### src/rtl/mac_crc_pkg.sv
// CRC-32 (IEEE 802.3, reflected) constants, FSM state type and byte-step helper
// shared by the receive FCS checker.
package mac_crc_pkg;

  localparam logic [31:0] CRC32_POLY_REFL = 32'hEDB88320;
  localparam logic [31:0] CRC32_INIT      = 32'hFFFFFFFF;
  localparam logic [31:0] CRC32_RESIDUE   = 32'hDEBB20E3;

  typedef enum logic {
    ST_IDLE,
    ST_RUN
  } rx_state_t;

  // One byte through the reflected CRC-32 register, LSB first.
  function automatic logic [31:0] crc32_byte(input logic [31:0] crc,
                                             input logic [7:0]  data);
    logic [31:0] c;
    c = crc ^ {24'h000000, data};
    for (int unsigned k = 0; k < 8; k++) begin
      c = c[0] ? ((c >> 1) ^ CRC32_POLY_REFL) : (c >> 1);
    end
    return c;
  endfunction

endpackage

### src/rtl/mac_crc32_lanes.sv
// Combinational CRC-32 update over one beat: lanes 0..nbytes-1 are applied in
// wire order, lanes at or above nbytes leave the register untouched.
module mac_crc32_lanes
  import mac_crc_pkg::*;
#(
  parameter int DATA_BYTES = 1
) (
  input  logic [31:0]                 crc_in,
  input  logic [8*DATA_BYTES-1:0]     data,
  input  logic [$clog2(DATA_BYTES):0] nbytes,
  output logic [31:0]                 crc_nxt
);

  logic [31:0] c;

  // Chain the byte step across lanes, skipping masked lanes.
  always_comb begin
    c = crc_in;
    for (int unsigned i = 0; i < DATA_BYTES; i++) begin
      if (i < 32'(nbytes)) begin
        c = crc32_byte(c, data[8*i +: 8]);
      end
    end
    crc_nxt = c;
  end

endmodule

### src/rtl/mac_fcs_check_rx.sv
// Receive-side Ethernet FCS checker: runs CRC-32 over the whole frame including
// the FCS, and at end of frame reports residue verdict, length and runt flag.
module mac_fcs_check_rx
  import mac_crc_pkg::*;
#(
  parameter int DATA_BYTES = 1,
  parameter int MIN_LEN    = 64,
  parameter int LEN_W      = 16
) (
  input  logic                        clk,
  input  logic                        rst,
  input  logic                        in_valid,
  input  logic                        in_sof,
  input  logic                        in_eof,
  input  logic [8*DATA_BYTES-1:0]     in_data,
  input  logic [$clog2(DATA_BYTES):0] in_nbytes,
  output logic [31:0]                 crc_out,
  output logic                        done,
  output logic                        fcs_ok,
  output logic                        runt,
  output logic [LEN_W-1:0]            frame_len,
  output logic                        abort
);

  localparam int                 NB_W      = $clog2(DATA_BYTES) + 1;
  localparam logic [NB_W-1:0]    FULL_BEAT = NB_W'(DATA_BYTES);
  localparam logic [LEN_W:0]     MIN_LEN_X = (LEN_W+1)'(MIN_LEN);

  rx_state_t         state, state_nxt;
  logic [31:0]       crc_reg, crc_seed, crc_nxt;
  logic [LEN_W-1:0]  len_reg, len_base, len_nxt;
  logic [LEN_W:0]    len_sum;
  logic [NB_W-1:0]   beat_bytes;
  logic              start, cont, accept, finish, abort_nxt;
  logic              runt_nxt;

  // Valid bytes in this beat: only an eof beat may be partial, 0 means full.
  always_comb begin
    beat_bytes = FULL_BEAT;
    if (in_eof && (in_nbytes != '0) && (in_nbytes < FULL_BEAT)) begin
      beat_bytes = in_nbytes;
    end
  end

  // FSM state register.
  always_ff @(posedge clk) begin
    if (rst) state <= ST_IDLE;
    else     state <= state_nxt;
  end

  // Next state and beat classification; a sof always (re)starts a frame.
  always_comb begin
    state_nxt = state;
    start     = in_valid && in_sof;
    cont      = in_valid && !in_sof && (state == ST_RUN);
    accept    = start || cont;
    finish    = accept && in_eof;
    abort_nxt = start && (state == ST_RUN);
    if (finish)      state_nxt = ST_IDLE;
    else if (accept) state_nxt = ST_RUN;
  end

  // Seed selection and saturating length accumulation.
  always_comb begin
    crc_seed = start ? CRC32_INIT : crc_reg;
    len_base = start ? '0 : len_reg;
    len_sum  = {1'b0, len_base} + (LEN_W+1)'(beat_bytes);
    len_nxt  = len_sum[LEN_W] ? '1 : len_sum[LEN_W-1:0];
    // Signed compare keeps MIN_LEN = 0 a plain (always false) test.
    runt_nxt = $signed({1'b0, len_nxt}) < $signed(MIN_LEN_X);
  end

  mac_crc32_lanes #(
    .DATA_BYTES (DATA_BYTES)
  ) u_lanes (
    .crc_in  (crc_seed),
    .data    (in_data),
    .nbytes  (beat_bytes),
    .crc_nxt (crc_nxt)
  );

  // Running CRC and length; both hold after eof until the next sof.
  always_ff @(posedge clk) begin
    if (rst) begin
      crc_reg <= CRC32_INIT;
      len_reg <= '0;
    end else if (accept) begin
      crc_reg <= crc_nxt;
      len_reg <= len_nxt;
    end
  end

  // Verdict registers and one-cycle done/abort pulses.
  always_ff @(posedge clk) begin
    if (rst) begin
      done      <= 1'b0;
      abort     <= 1'b0;
      fcs_ok    <= 1'b0;
      runt      <= 1'b0;
      frame_len <= '0;
    end else begin
      done  <= finish;
      abort <= abort_nxt;
      if (finish) begin
        fcs_ok    <= (crc_nxt == CRC32_RESIDUE);
        runt      <= runt_nxt;
        frame_len <= len_nxt;
      end
    end
  end

  assign crc_out = ~crc_reg;

endmodule

### config.mk
export PLATFORM = sky130hd
export DESIGN_NAME = mac_fcs_check_rx
export DESIGN_NICKNAME = d
export VERILOG_FILES = /design/src/rtl/mac_crc_pkg.sv /design/src/rtl/mac_crc32_lanes.sv /design/src/rtl/mac_fcs_check_rx.sv
export SDC_FILE = /design/constraint.sdc
export NUM_CORES = 1
export LEC_CHECK = 0
export ABC_CLOCK_PERIOD_IN_PS = 5540
export CORE_ASPECT_RATIO = 1.5
export CORE_UTILIZATION = 25
export DETAILED_ROUTE_END_ITERATION = 16
export GPL_TIMING_DRIVEN = 1
export PLACE_DENSITY = 0.41
export SYNTH_ARGS = -nofsm -noshare
export SYNTH_HDL_FRONTEND = slang
export SYNTH_SLANG_ARGS = --single-unit
### constraint.sdc
create_clock -name clk -period 5.54 [get_ports clk]
set_input_delay 1.662 -clock clk [delete_from_list [all_inputs] [get_ports clk]]
set_output_delay 1.662 -clock clk [all_outputs]
set_load 0.02 [all_outputs]
Figure 1. Selected gate families (run 1).
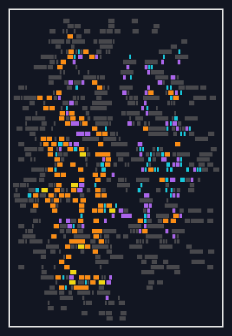
Key: aoi and oai cells = purple [cells 73, most used o21ai_0]; nand cells = cyan [cells 66, most used nand2_1]; mux cells = yellow [cells 8, most used mux2i_1]; xor and xnor cells = orange [cells 107, most used xnor2_1]
non-filler instance count after layout: 848
logic share of the area: 50.3%
Top cell excl fill/tap: nor2_1

Figure 2. Sequential cells grouped by signal name (run 1).
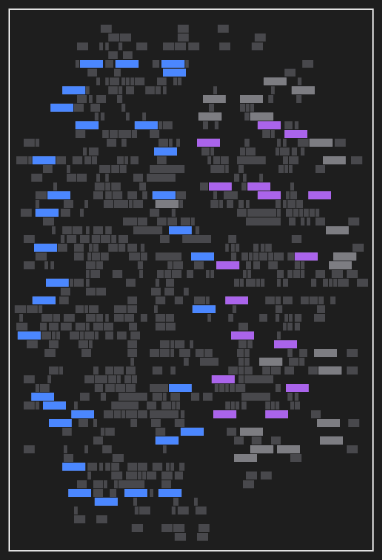
Key: crc_reg = blue [sequential cells 32]; len_reg = purple [sequential cells 16]
Another 21 sequential cells are not colored.
Seq group: 0.578 mW
flop share of the area: 24.2%

==> run summary, run 1 <==
DRC = 0
Clk root buf = clkbuf_16
Largest delay share family, worst path = AND-OR/OR-AND gates
Unrepaired setup endpoints after global routing = false
Cells along the critical path = clkdlybuf4s50_1 > and2_4 > o21ai_0 > a211o_1 > a211o_1 > a2111o_1 > a211oi_2 > o2111ai_1 > o31ai_2
Post-Syn Nets = 600
Cts hold-fix bufs = 0
R2r setup slk = 2.59 ns
Ports = 66
Vias = 4114
Area grow syn2layout = 24.9%
Clk_lat worst skew = 0.34 ns
Clock Skew = 0.00482 ns
Setup violations, final = 0
Ys flop type = dfxtp_1
Lkg Pwr = 2.32 nW
Number of synthesized flops with an enable pin = 0
Hpwl dp = 10600 um
Die area = 0.0189 mm^2
Worst Setup EP = fcs_ok$_SDFFE_PP0P_
Synth top cell by count = nor2_1
Drt total wl = 14200 um
Max-area cell share = 30.2%
CTS H-tree lvls = 3
Fin Hold WS = 0.460 ns
Worst-path fanout max = 29
DR pass1 iterations = 4
Worst EP arrival = 4.93 ns
WP buf/inv = 1
Area leader, netlist = dfxtp_1
Postcts setup bufs = 0
Ys async rst share = 0%
Post-cts resize count = 0
Max reg flops = 32
Post-Syn Instances = 584
Vias in the first global route = 4128
Fraction of layout cells with a size suffix above 1 = 6.66%
Fmax = 214 MHz
Die Y = 168 um
Startpoint Class = primary input
Crit-path slowest cell = clkdlybuf4s50_1
Crit path depth = 9
Worst-margin pin slew = 0.781 ns
Critical path type = in -> reg
Pins Over Slew Limit = 0
# Cells Yosys = 584
Worst VDD drop = 0.000152 V
Fin Setup TNS = 0 ns
Vias/cell = 4.85
Syn. warnings = 0
CP dominant cell by count = a211o_1
Mapped cell area = 0.00458 mm^2
Routability cong. = 0.831
Critical Path Source = in_sof
Initial antenna violation count = 0
Tool warnings = 27
Ant diodes = 0
Tcrit/Tclk final = 84.4%
Global-route wire length before repair = 22600 um
Final Hold Violating Endpoints = 0
Status = completed
Die X = 112 um
Largest net degree at the start of global routing = 52
Tot GR Track Use = 15.6%
Synthesized registers = 69
Hold WC Path Type = reg -> reg
Synth Seq Share = 30.2%
Number of clock sinks = 69
Rel. slew slack = 47.7%
Total gr overflow = 0
Syn_area_per_cell = 7.83 um^2
Iteration-0 DRC count of the detailed router = 167
ANT nets after route = 0
Max Cap Viol = 0
R2R depth = 8
Figure 3. Cells colored by class (run 1).
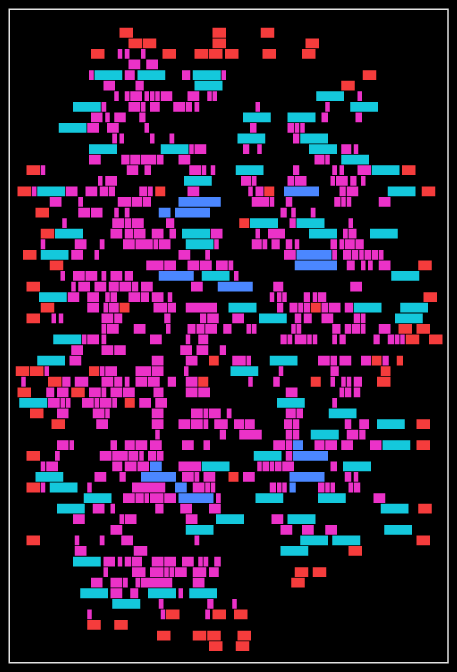
Key: registers = cyan [cells 69]; remaining buffers and delay cells = red [cells 77]; clock drivers and dummy loads = blue [cells 16]; remaining logic cells = magenta [cells 469]
core area: 0.0179 mm^2
Site Rows: 60
Final Util: 31.9%
final instance area: 0.00572 mm^2

Figure 4. Clock nets (run 1).
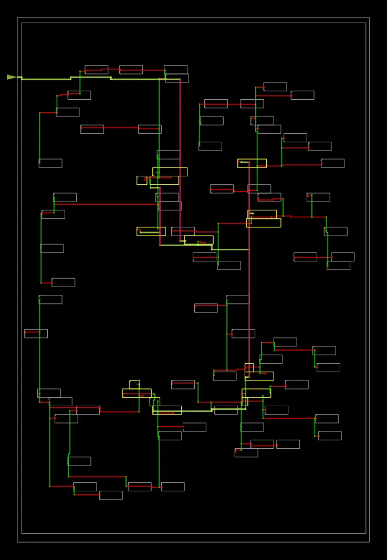
total CTS buffers: 9
Clk. pwr: 0.641 mW

## run 1: how the worst min path moves through the flow
stage / endpoint / depth (start not counted) / slack, ns
floorplan: crc_reg[13]$_SDFFE_PP1N_ / 1 / 0.46
global placement: frame_len[8]$_SDFFE_PP0P_ / 2 / 0.45
detailed placement: frame_len[13]$_SDFFE_PP0P_ / 2 / 0.46
CTS: frame_len[8]$_SDFFE_PP0P_ / 2 / 0.47
global route: runt$_SDFFE_PP0P_ / 1 / 0.50
finish: frame_len[12]$_SDFFE_PP0P_ / 2 / 0.46
## run 1: where the power goes
part | total [mW] | switching [mW] | internal, mW | leakage [nW]
Sequential | 0.578 | 0.0459 | 0.532 | 0.566
Combinational | 0.708 | 0.391 | 0.316 | 1.59
Clock | 0.641 | 0.244 | 0.397 | 0.156
Total | 1.93 | 0.681 | 1.24 | 2.32
## run 1: worst register-to-register path, delay by kind of cell (launching register included)
| family | cells | cell delay [ns] |
|---|---|---|
| DFF | 1 | 0.69 |
| AOI/OAI and AO/OA | 7 | 1.88 |
| xor gates and xnor gates | 1 | 0.28 |
## run 1: area by class of cell
type	instances	area [um^2]
fill	1916	12200
multi-input combinational	434	2880
sequential	69	1380
timing repair buffer	77	733
tap	217	272
clock buffer	9	225
inverter	35	131
clock inverter	7	98.8
## run 1: stage by stage
| stage | instances | area, um^2 | setup slack (ns) | total power, mW | utilization [%] |
|---|---|---|---|---|---|
| after detailed placement | 832 | 5390 | 0.549 | 1.30 | 30.1 |
| after CTS | 848 | 5720 | 0.901 | 1.95 | 31.9 |
| after global placement | 832 | 5390 | 0.621 | 1.30 | 30.1 |
| after floorplan | 584 | 4580 | 1.07 | 1.09 | - |
| after global routing | 848 | 5720 | 0.667 | 2.03 | 31.9 |
| final | 848 | 5720 | 0.862 | 1.93 | 31.9 |
## run 1: logic make-up (layout without fill, tap and decap cells)
kind of cell,count (synthesis),count (layout),share of synthesized area [%]
xor gates and xnor gates,107,107,21.6
DFF,69,69,30.2
AOI/OAI and AO/OA,123,123,19.4
and+or+nand+nor,193,193,19.3
buffers and inverters,81,128,7.22
adders and majority gates,2,2,0.547
other,1,1,0.0820
muxes,8,8,1.78
## run 1: routing by layer
| metal | vias to the layer above | global-route usage (%) | wire length, um |
|---|---|---|---|
| met2 | 101 | 29.6 | 7580 |
| met5 | - | 0 | 0 |
| met3 | 23 | 2.17 | 456 |
| li1 | 2045 | - | - |
| met1 | 1945 | 17.0 | 5700 |
| met4 | 0 | 7.01 | 509 |
## run 1: layout by cell type (no fill, tap or decap), drive strengths merged, types with 13 or more instances in the layout
master and count:
nor2 78, xnor2 70, dfxtp 69, clkdlybuf4s50 63
nand2 47, inv 36, xor2 34, a211o 32
o21ai 26, a21oi 22, buf 14, nor3 13
Figure 5. Clock wires, drivers and flops (run 1).
Bar = 20 um.
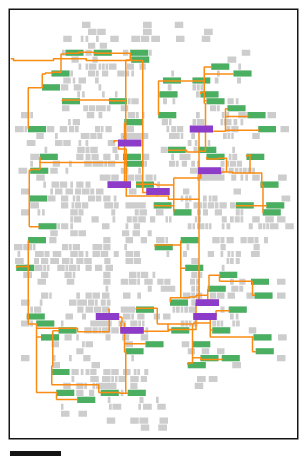

==> run 2, diff against run 1 <==
ABC_CLOCK_PERIOD_IN_PS = 4800   (was 5540)
clock period = 4.8 ns   (was 5.54 ns; I/O delays follow)
Figure 6. Clock wires, drivers and flops (run 2).
Bar = 20 um.
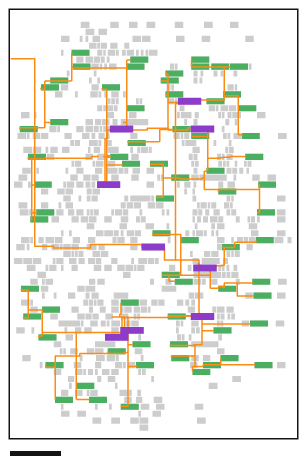
Key: flip-flops = green [count 69]; clock-net drivers = purple [count 9]; clock wires = orange [length 1250 um]
There are 10 routed clock nets. Position of the flops: widely spread.
part of the power in the clock network: 36.2%
Clock Skew: 0.00416 ns
clk_lat worst skew: 0.34 ns
Clk. pwr: 0.848 mW

Figure 7. Sequential cells grouped by signal name (run 2).
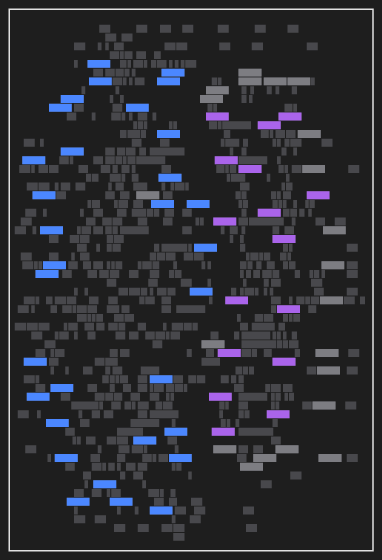
Key: crc_reg = blue [sequential cells 32]; len_reg = purple [sequential cells 16]
Seq group: 0.667 mW
Final Util: 32.6%
flop share of the area: 23.6%
register cell area after layout: 0.00138 mm^2

==> run 2 against run 1 <==
First-iteration DRC count fell by 7.8%. Utilization rose by 0.71 points. Combinational power increased by 17%. Non-clock buffer count is 9 higher. Via count up 0.88%. Critical path type unchanged.
==> run summary, run 2 <==
Status = completed (unchanged)
Critical R2R Launch = crc_reg[0]$_SDFFE_PP1N_ (was crc_reg[3]$_SDFFE_PP1N_)
# Cells Yosys = 584 (unchanged)
Routability cong. = 0.882 (was 0.831)
Fmax = 243 MHz
Hold Path Stages = 2 (unchanged)
Area grow syn2layout = 27.7% (was 24.9%)
Number of clock sinks = 69 (unchanged)
Routed length on met3 = 513 um (was 456 um)
DRC = 0 (unchanged)
Ys flop type = dfxtp_1 (unchanged)
Fin crit period = 4.12 ns
Cts hold-fix bufs = 0 (unchanged)
Total CTS buffers = 9 (unchanged)
Fraction of layout cells with a size suffix above 1 = 7.97% (was 6.66%)
Die Y = 168 um (unchanged)
R2R Path End = fcs_ok$_SDFFE_PP0P_ (unchanged)
Chip Area, Yosys = 0.00458 mm^2 (unchanged)
Site Rows = 60 (unchanged)
Top cell excl fill/tap = nor2_1 (unchanged)
Clock Path Buffers = 2 (unchanged)
Postcts setup bufs = 0 (unchanged)
Iteration-0 DRC count of the detailed router = 154 (was 167)
Vias/cell = 4.84 (was 4.85)
Fin Setup TNS = 0 ns (unchanged)
CP endpoint kind = flip-flop (unchanged)
Ys async rst share = 0% (unchanged)
Synthesized registers = 69 (unchanged)
Startpoint Class = primary input (unchanged)
Hpwl dp = 10800 um (was 10600 um)
Synth top cell by count = nor2_1 (unchanged)
Die area = 0.0189 mm^2 (unchanged)
Worst EP arrival = 4.38 ns (was 4.93 ns)
Vias in the first global route = 4179 (was 4128)
Post-Syn Instances = 584 (unchanged)
Reg clk slew, reported paths = 0.06 ns (about the same)
Avg WL per Cell = 16.7 um (was 16.8 um)
Cell area leaders = dfxtp_1 30%, xnor2_1 13%, xor2_1 6.5% (unchanged)
Pre-CTS setup slack = 0.325 ns (was 0.549 ns)
Cell Pwr Density = 401 mW/mm^2 (was 337 mW/mm^2)
Worst VDD drop = 0.000153 V (was 0.000152 V)
CTS tree = built (unchanged)
Drt total wl = 14300 um (was 14200 um)
Vias = 4150 (was 4114)
Ant diodes = 0 (unchanged)
Max reg flops = 32 (unchanged)
Die X = 112 um (unchanged)
Global-route wire length before repair = 22600 um (about the same)
Most frequent cells in the layout = 78 x nor2_1, 69 x xnor2_1, 69 x dfxtp_1 (unchanged)
R2r setup slk = 1.93 ns (was 2.59 ns)
Highest routed layer = met4 (unchanged)
Synth Seq Share = 30.2% (unchanged)
Syn. warnings = 0 (unchanged)
Wire length on met2 = 7650 um (was 7580 um)
CTS H-tree lvls = 3 (unchanged)
Syn_area_per_cell = 7.83 um^2 (unchanged)
ANT nets after route = 0 (unchanged)
Tcrit/Tclk final = 85.9%
Clk root buf = clkbuf_16 (unchanged)
Area leader, netlist = dfxtp_1 (unchanged)
Leading cell types by count after synthesis = 78 x nor2_1, 69 x dfxtp_1, 69 x xnor2_1 (unchanged)
Post-cts resize count = 0 (unchanged)
Number of synthesized flops with an enable pin = 0 (unchanged)
Combinational share of power = 35.4% (was 36.7%)
Worst hold start = frame_len[8]$_SDFFE_PP0P_ (was frame_len[12]$_SDFFE_PP0P_)
Crit path DRT = 5.06 ns (was 5.79 ns)
Ports = 66 (unchanged)
Logic cell area = 0.00288 mm^2 (unchanged)
Initial antenna violation count = 0 (unchanged)
Pins Over Slew Limit = 0 (unchanged)
Routed met1 length = 5550 um (was 5700 um)
Distinct cell type count after synthesis = 57 (unchanged)
Internal Power = 1.56 mW (was 1.24 mW)
Nets@finish = 651 (was 642)
DR pass1 iterations = 4 (unchanged)
Sw power = 0.789 mW (was 0.681 mW)
Post-Syn Nets = 600 (unchanged)
Hold EP = frame_len[8]$_SDFFE_PP0P_ (was frame_len[12]$_SDFFE_PP0P_)
Rel. slew slack = 60.2% (was 47.7%)
Part of the power in registers = 28.5% (was 30.0%)
Lkg Pwr = 2.39 nW (was 2.32 nW)
Worst-margin pin slew = 0.597 ns (was 0.781 ns)
Fp_density = 25.5% (unchanged)
Fill cells = 1889 (was 1916)
Max Cap Viol = 0 (unchanged)
Port buffer count = 64 (unchanged)
Total gr overflow = 0 (unchanged)
Mapped cell area = 0.00458 mm^2 (unchanged)
Unrepaired setup endpoints after global routing = false (unchanged)
R2R depth = 8 (unchanged)
Max-area cell share = 30.2% (unchanged)
Worst-path fanout max = 9 (was 29)
Hold WC Path Type = reg -> reg (unchanged)
Largest net degree at the start of global routing = 52 (unchanged)
Tot GR Track Use = 15.8% (was 15.6%)
Final Hold Violating Endpoints = 0 (unchanged)
Switching part of the total power = 33.6% (was 35.4%)
Slack of the critical path = 0.679 ns (was 0.862 ns)
Setup violations, final = 0 (unchanged)
Tool warnings = 27 (unchanged)
Critical path type = in -> reg (unchanged)
Core area = 0.0179 mm^2 (unchanged)
[run 2: worst max-delay path, cell delays in order]
cell	delay, ns
clkdlybuf4s50_1	0.52
and2_4	0.25
buf_4	0.17
or3_1	0.40
a211oi_1	0.40
o211ai_1	0.20
a2111o_1	0.44
a211oi_2	0.22
o2111ai_1	0.14
o31ai_2	0.19
[run 2: power groups by stage]
stage	clock network [mW]	registers [mW]	logic (mW)
2_1_floorplan	0	0.654	0.603
3_3_place_gp	0	0.681	0.835
3_5_place_dp	0	0.682	0.833
4_1_cts	0.869	0.669	0.840
5_1_grt	0.892	0.675	0.904
6_report	0.848	0.667	0.830
[run 2: kinds of logic (layout without fill, tap and decap cells)]
family	after synthesis	count (layout)	synth area share [%]
xor+xnor	107	107	21.6
buf+inv	81	137	7.22
flops	69	69	30.2
other cells	1	1	0.0820
simple gates	193	193	19.3
mux	8	8	1.78
fa+ha+maj	2	2	0.547
compound gates	123	123	19.4
[run 2: layer usage]
layer  up-vias  global-route usage [%]
met2       112                    29.6
met5         -                       0
met4         0                    8.99
li1       2071                       -
met3        29                    2.50
met1      1938                    16.6
[run 2: metrics by stage]
step	power, mW	hold WS (ns)	std cells	utilization (%)	area (um^2)
after floorplan	1.26	0.459	584	-	4580
after global placement	1.52	0.449	841	30.5	5470
after detailed placement	1.52	0.456	841	30.5	5470
after CTS	2.38	0.465	857	32.6	5840
after global routing	2.47	0.500	857	32.6	5840
final	2.34	0.457	857	32.6	5840
[run 2: how the worst max path moves through the flow]
stage	depth (start not counted)	end	slack (ns)	start
floorplan	14	runt$_SDFFE_PP0P_	0.55	in_sof
global placement	9	crc_reg[26]$_SDFFE_PP1N_	0.29	in_valid
detailed placement	9	crc_reg[26]$_SDFFE_PP1N_	0.32	in_valid
CTS	9	crc_reg[26]$_SDFFE_PP1N_	0.68	in_valid
global route	10	fcs_ok$_SDFFE_PP0P_	0.47	in_valid
finish	10	fcs_ok$_SDFFE_PP0P_	0.68	in_valid
[run 2: final cells by class]
type,instances,share of cell area [%]
Multi-Input combinational cell,434,49.2
Timing Repair Buffer,86,13.9
Inverter,35,2.25
Clock buffer,9,3.85
Sequential cell,69,23.6
Tap cell,217,4.65
Clock inverter,7,2.50
Power figures rest on the tool's default switching activity, not on a simulated workload.
